<file path="src/rtl/pwm_capture.sv">
// pwm_capture: measures period and high time of an asynchronous PWM input in clk cycles.
// A result is reported only for complete rising-to-rising periods. Loss of signal is flagged
// when no rising edge arrives within TIMEOUT cycles.
module pwm_capture #(
    parameter int unsigned  W       = 28,
    parameter logic [W-1:0] TIMEOUT = 28'd2_500_000
) (
    input  logic         clk,
    input  logic         reset,
    input  logic         pwm_in,
    output logic [W-1:0] period,
    output logic [W-1:0] duty,
    output logic         valid,
    output logic         lost
);

    typedef enum logic [1:0] {StIdle, StHigh, StLow} state_e;

    state_e       state_q, state_d;
    logic         s1_q, s2_q, sd_q;
    logic         rise, fall;
    logic [W-1:0] cnt_q;
    logic [W-1:0] hlat_q;
    logic         timeout_hit;
    logic         load_hlat;
    logic         load_result;

    assign rise = s2_q & ~sd_q;
    assign fall = ~s2_q & sd_q;

    // Timeout applies only while measuring; a rise in the same cycle restarts instead.
    assign timeout_hit = (state_q != StIdle) && (cnt_q == TIMEOUT) && !rise;

    // Two-flop synchroniser plus a delay stage for edge detection.
    always_ff @(posedge clk or posedge reset) begin
        if (reset) begin
            s1_q <= 1'b0;
            s2_q <= 1'b0;
            sd_q <= 1'b0;
        end else begin
            s1_q <= pwm_in;
            s2_q <= s1_q;
            sd_q <= s2_q;
        end
    end

    // Cycle counter: restarts at 1 on every rise, saturates at TIMEOUT.
    always_ff @(posedge clk or posedge reset) begin
        if (reset) begin
            cnt_q <= '0;
        end else if (rise) begin
            cnt_q <= W'(1);
        end else if (cnt_q < TIMEOUT) begin
            cnt_q <= cnt_q + W'(1);
        end
    end

    // FSM state register.
    always_ff @(posedge clk or posedge reset) begin
        if (reset) begin
            state_q <= StIdle;
        end else begin
            state_q <= state_d;
        end
    end

    // FSM next-state logic.
    always_comb begin
        state_d = state_q;
        unique case (state_q)
            StIdle: begin
                if (rise) state_d = StHigh;
            end
            StHigh: begin
                if (timeout_hit) state_d = StIdle;
                else if (fall)   state_d = StLow;
            end
            StLow: begin
                if (rise)             state_d = StHigh;
                else if (timeout_hit) state_d = StIdle;
            end
            default: state_d = StIdle;
        endcase
    end

    // FSM output decode: datapath load enables.
    always_comb begin
        load_hlat   = (state_q == StHigh) && fall && !timeout_hit;
        load_result = (state_q == StLow) && rise;
    end

    // Result registers; period/duty hold across a timeout.
    always_ff @(posedge clk or posedge reset) begin
        if (reset) begin
            hlat_q <= '0;
            period <= '0;
            duty   <= '0;
            valid  <= 1'b0;
            lost   <= 1'b0;
        end else begin
            valid <= load_result;
            if (load_hlat) begin
                hlat_q <= cnt_q;
            end
            if (load_result) begin
                period <= cnt_q;
                duty   <= hlat_q;
                lost   <= 1'b0;
            end else if (timeout_hit) begin
                lost <= 1'b1;
            end
        end
    end

endmodule

</file>
<file path="config.mk">
export PLATFORM = sky130hd
export DESIGN_NAME = pwm_capture
export DESIGN_NICKNAME = d
export VERILOG_FILES = /design/src/rtl/pwm_capture.sv
export SDC_FILE = /design/constraint.sdc
export NUM_CORES = 1
export LEC_CHECK = 0
export ABC_AREA = 1
export CAP_MARGIN = 20
export CORE_MARGIN = 1.5
export CORE_UTILIZATION = 30
export CTS_CLUSTER_DIAMETER = 30
export CTS_CLUSTER_SIZE = 10
export DETAILED_ROUTE_END_ITERATION = 8
export PLACE_DENSITY = 0.55
export SLEW_MARGIN = 20
export SYNTH_ARGS = -nofsm -noshare
export SYNTH_HDL_FRONTEND = slang
export SYNTH_SLANG_ARGS = --single-unit
</file>
<file path="constraint.sdc">
create_clock -name clk -period 3.7 [get_ports clk]
set_input_delay 0.555 -clock clk [delete_from_list [all_inputs] [get_ports clk]]
set_output_delay 0.555 -clock clk [all_outputs]
set_load 0.01 [all_outputs]
</file>
### Ports around the boundary

(3 px per um) Pins as bars across the die edge, other pins in gray.
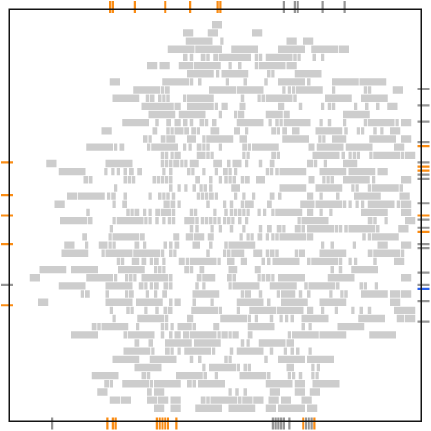
- blue: valid (pins 1; direction output; edge right)
- orange: period (pins 28; direction output; edge 11 bottom, 7 top, 5 right, 5 left)
- all pins by edge: 22 right, 21 bottom, 12 top, 6 left
Die Wd: 137 um
die y size: 137 um

==> impl_metrics.csv <==
group,metric,value,unit
worst_setup_path,slowest_stage,"dfrtp_1",
global_route,grt.total_usage,15.8,%
final_timing,min_period,2.24,ns
worst_setup_path,crit_required,3.99,ns
drt,drcViolationCount,0,
drt,drt_first_pass_iters,4,
clock_tree,cts_hold_buf,0,
yosys,ys_seq_share,55.4,%
clock_tree,post_cts_resized,0,
yosys,yosys_warnings,0,
yosys,top_cells_by_count,"nand2_1, dfrtp_1, nor2_1, nand3_1, nand4_1",
worst_setup_path,crit_top_cell,"nand2_1",
final_layout,fin_nets,725,
power,ir_drop,0.306,mV
power,p_leak,0.00334,uW
yosys,area_leaders,"dfrtp_1, nand2_1, nor2_1",
global_route,antenna_found_initial,0,
status,status,"completed",
yosys,postSynthAreaPerCell,8.01,um^2
yosys,synth_top_cell_by_count,"nand2_1",
power,p_sw_share,25.3,%
placement,dp_hpwl,8820,um
final_timing,finalMaxSlewViolations,0,
worst_setup_path,rr_startpoint,"cnt_q[14]",
worst_setup_path,r2r_end,"cnt_q[20]",
worst_setup_path,crit_family,"simple AND/OR/NAND/NOR gates",
yosys,synthCells,671,
hold_path,min_path_cells,0,
worst_setup_path,cpPeakStageDelay,0.45,ns
placement,place_congestion,0.859,
yosys,yosys.area.top_type_share,55.4,%
final_timing,setup_viol_count_final,0,
final_layout,n_antenna_cell,0,
power,internal-power,2630,uW
floorplan,chip_area,18700,um^2
global_route,grt.overflow.total,0,
hold_path,worstHoldStart,"s1_q",
yosys,ys_cells,671,
yosys,synth_top_cell_by_area,"dfrtp_1",
global_route,grt_start_max_net_pins,120,
flow_run,tool_warnings,29,
worst_setup_path,worstSetupStartpointType,"register",
clock_tree,cts_tree,"built",
yosys,synthArstFlopShare,100,%
drt,drt_iter0_markers,337,
drt,vias_per_cell,4.52,
final_timing,tightest_slew,0.689,ns
final_timing,max-slew-margin-rel,54.1,%
worst_setup_path,r2r_slack,1.46,ns
worst_setup_path,path_cells,"inv_1 -> nand2_1 -> nor2_1 -> nand2_1 -> nor2_2 -> nand2_1 -> nand3_2 -> nand2_2 -> nand2_1 -> nand2_1",
placement,io_buffers,60,
worst_setup_path,timing.critical_path.buf_inv,1,
clock_tree,clk-insertion-delay-late,0.42,ns
clock_tree,clock_path_buffers,2,
yosys,yosys.cell_types.count,24,
### Selected gate families

(3 px per um)
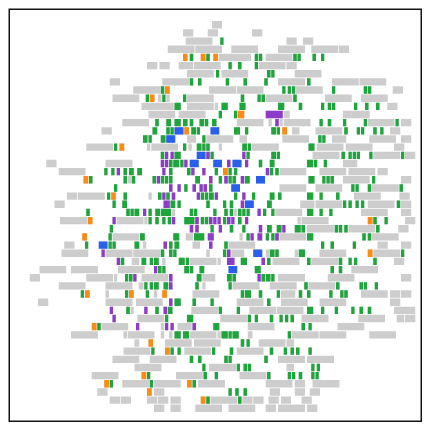
- orange: aoi and oai cells (cells 27; most used o21ai_0)
- purple: nor cells (cells 73; most used nor2_1; where middle)
- green: nand cells (cells 368; most used nand2_1)
- blue: xor and xnor cells (cells 13; most used xor2_1)
most common logic cell in the routed design: nand2_1
logic share of the area: 31.0%
Final Non-Filler Cells: 957

==> how the worst max path moves through the flow <==
stage	cells past startpoint	startpoint	slack (ns)	to
floorplan	1	reset	1.69	cnt_q[0]
global placement	10	cnt_q[9]	1.53	cnt_q[19]
detailed placement	10	cnt_q[14]	1.47	cnt_q[9]
CTS	10	cnt_q[14]	1.46	cnt_q[9]
global route	10	cnt_q[20]	1.22	cnt_q[9]
finish	10	cnt_q[14]	1.46	cnt_q[20]
==> flip-flops by register name, indices dropped and copies added (netlist names) <==
signal	count
valid	1
sd_q	1
hlat_q	28
state_q	2
lost	1
period	28
s1_q	1
s2_q	1
duty	28
cnt_q	28
==> worst register-to-register path, cell delays in order, from the launching register on <==
cell     delay [ns]
dfrtp_1        0.45
inv_1          0.10
nand2_1        0.07
nor2_1         0.10
nand2_1        0.07
nor2_2         0.17
nand2_1        0.11
nand3_2        0.37
nand2_2        0.43
nand2_1        0.18
nand2_1        0.06
==> metal layers <==
layer | part of all wire, % | vias to the layer above | GRT usage, %
li1 | - | 2227 | -
met1 | 48 | 1993 | 21.5
met2 | 46 | 89 | 24.1
met3 | 4.7 | 14 | 4.22
met4 | 1.2 | 0 | 5.50
met5 | 0 | - | 0
==> cells in the final DEF, fill, tap and decap left out, drive strengths merged <==
cell / n
a21oi: 1
buf: 7
bufinv: 2
clkbuf: 24
clkdlybuf4s50: 60
clkinv: 4
clkinvlp: 2
dfrtp: 119
ha: 2
inv: 31
nand2: 297
nand3: 43
nand4: 28
nor2: 70
nor3: 2
nor3b: 1
o21ai: 25
o22ai: 1
xor2: 13
==> metrics by stage <==
| stage | worst slack, ns | util [%] | std cells | total power, uW |
|---|---|---|---|---|
| final | 1.46 | 38.8 | 957 | 3520 |
| after global routing | 1.22 | 38.8 | 957 | 3690 |
| after detailed placement | 1.47 | 35.3 | 926 | 1890 |
| after CTS | 1.46 | 38.8 | 957 | 3580 |
| after global placement | 1.53 | 35.3 | 926 | 1890 |
| after floorplan | 1.69 | - | 671 | 1720 |
==> area by class of cell <==
type	count	area [um^2]	area share [%]
inverter	32	126	1.87
multi-input combinational	483	2090	31.0
tap	225	282	4.17
clock inverter	7	91.3	1.35
timing repair buffer	67	666	9.86
clock buffer	24	512	7.58
sequential	119	2980	44.1
==> power groups by stage <==
stage / clock (uW) / sequential (uW) / combinational (uW)
after floorplan: 0 / 1480 / 232
after global placement: 0 / 1490 / 396
after detailed placement: 0 / 1490 / 400
after CTS: 1710 / 1470 / 402
after global routing: 1760 / 1490 / 448
final: 1660 / 1470 / 393
==> cell families after synthesis <==
family,count (synthesis),synth area share (%)
AND-OR/OR-AND,27,2.54
flip-flops,119,55.4
XOR/XNOR,13,2.12
buffers and inverters,69,5.73
AND/OR/NAND/NOR,441,33.7
adder cells (fa/ha/maj),2,0.466
Power figures rest on the tool's default switching activity, not on a simulated workload.
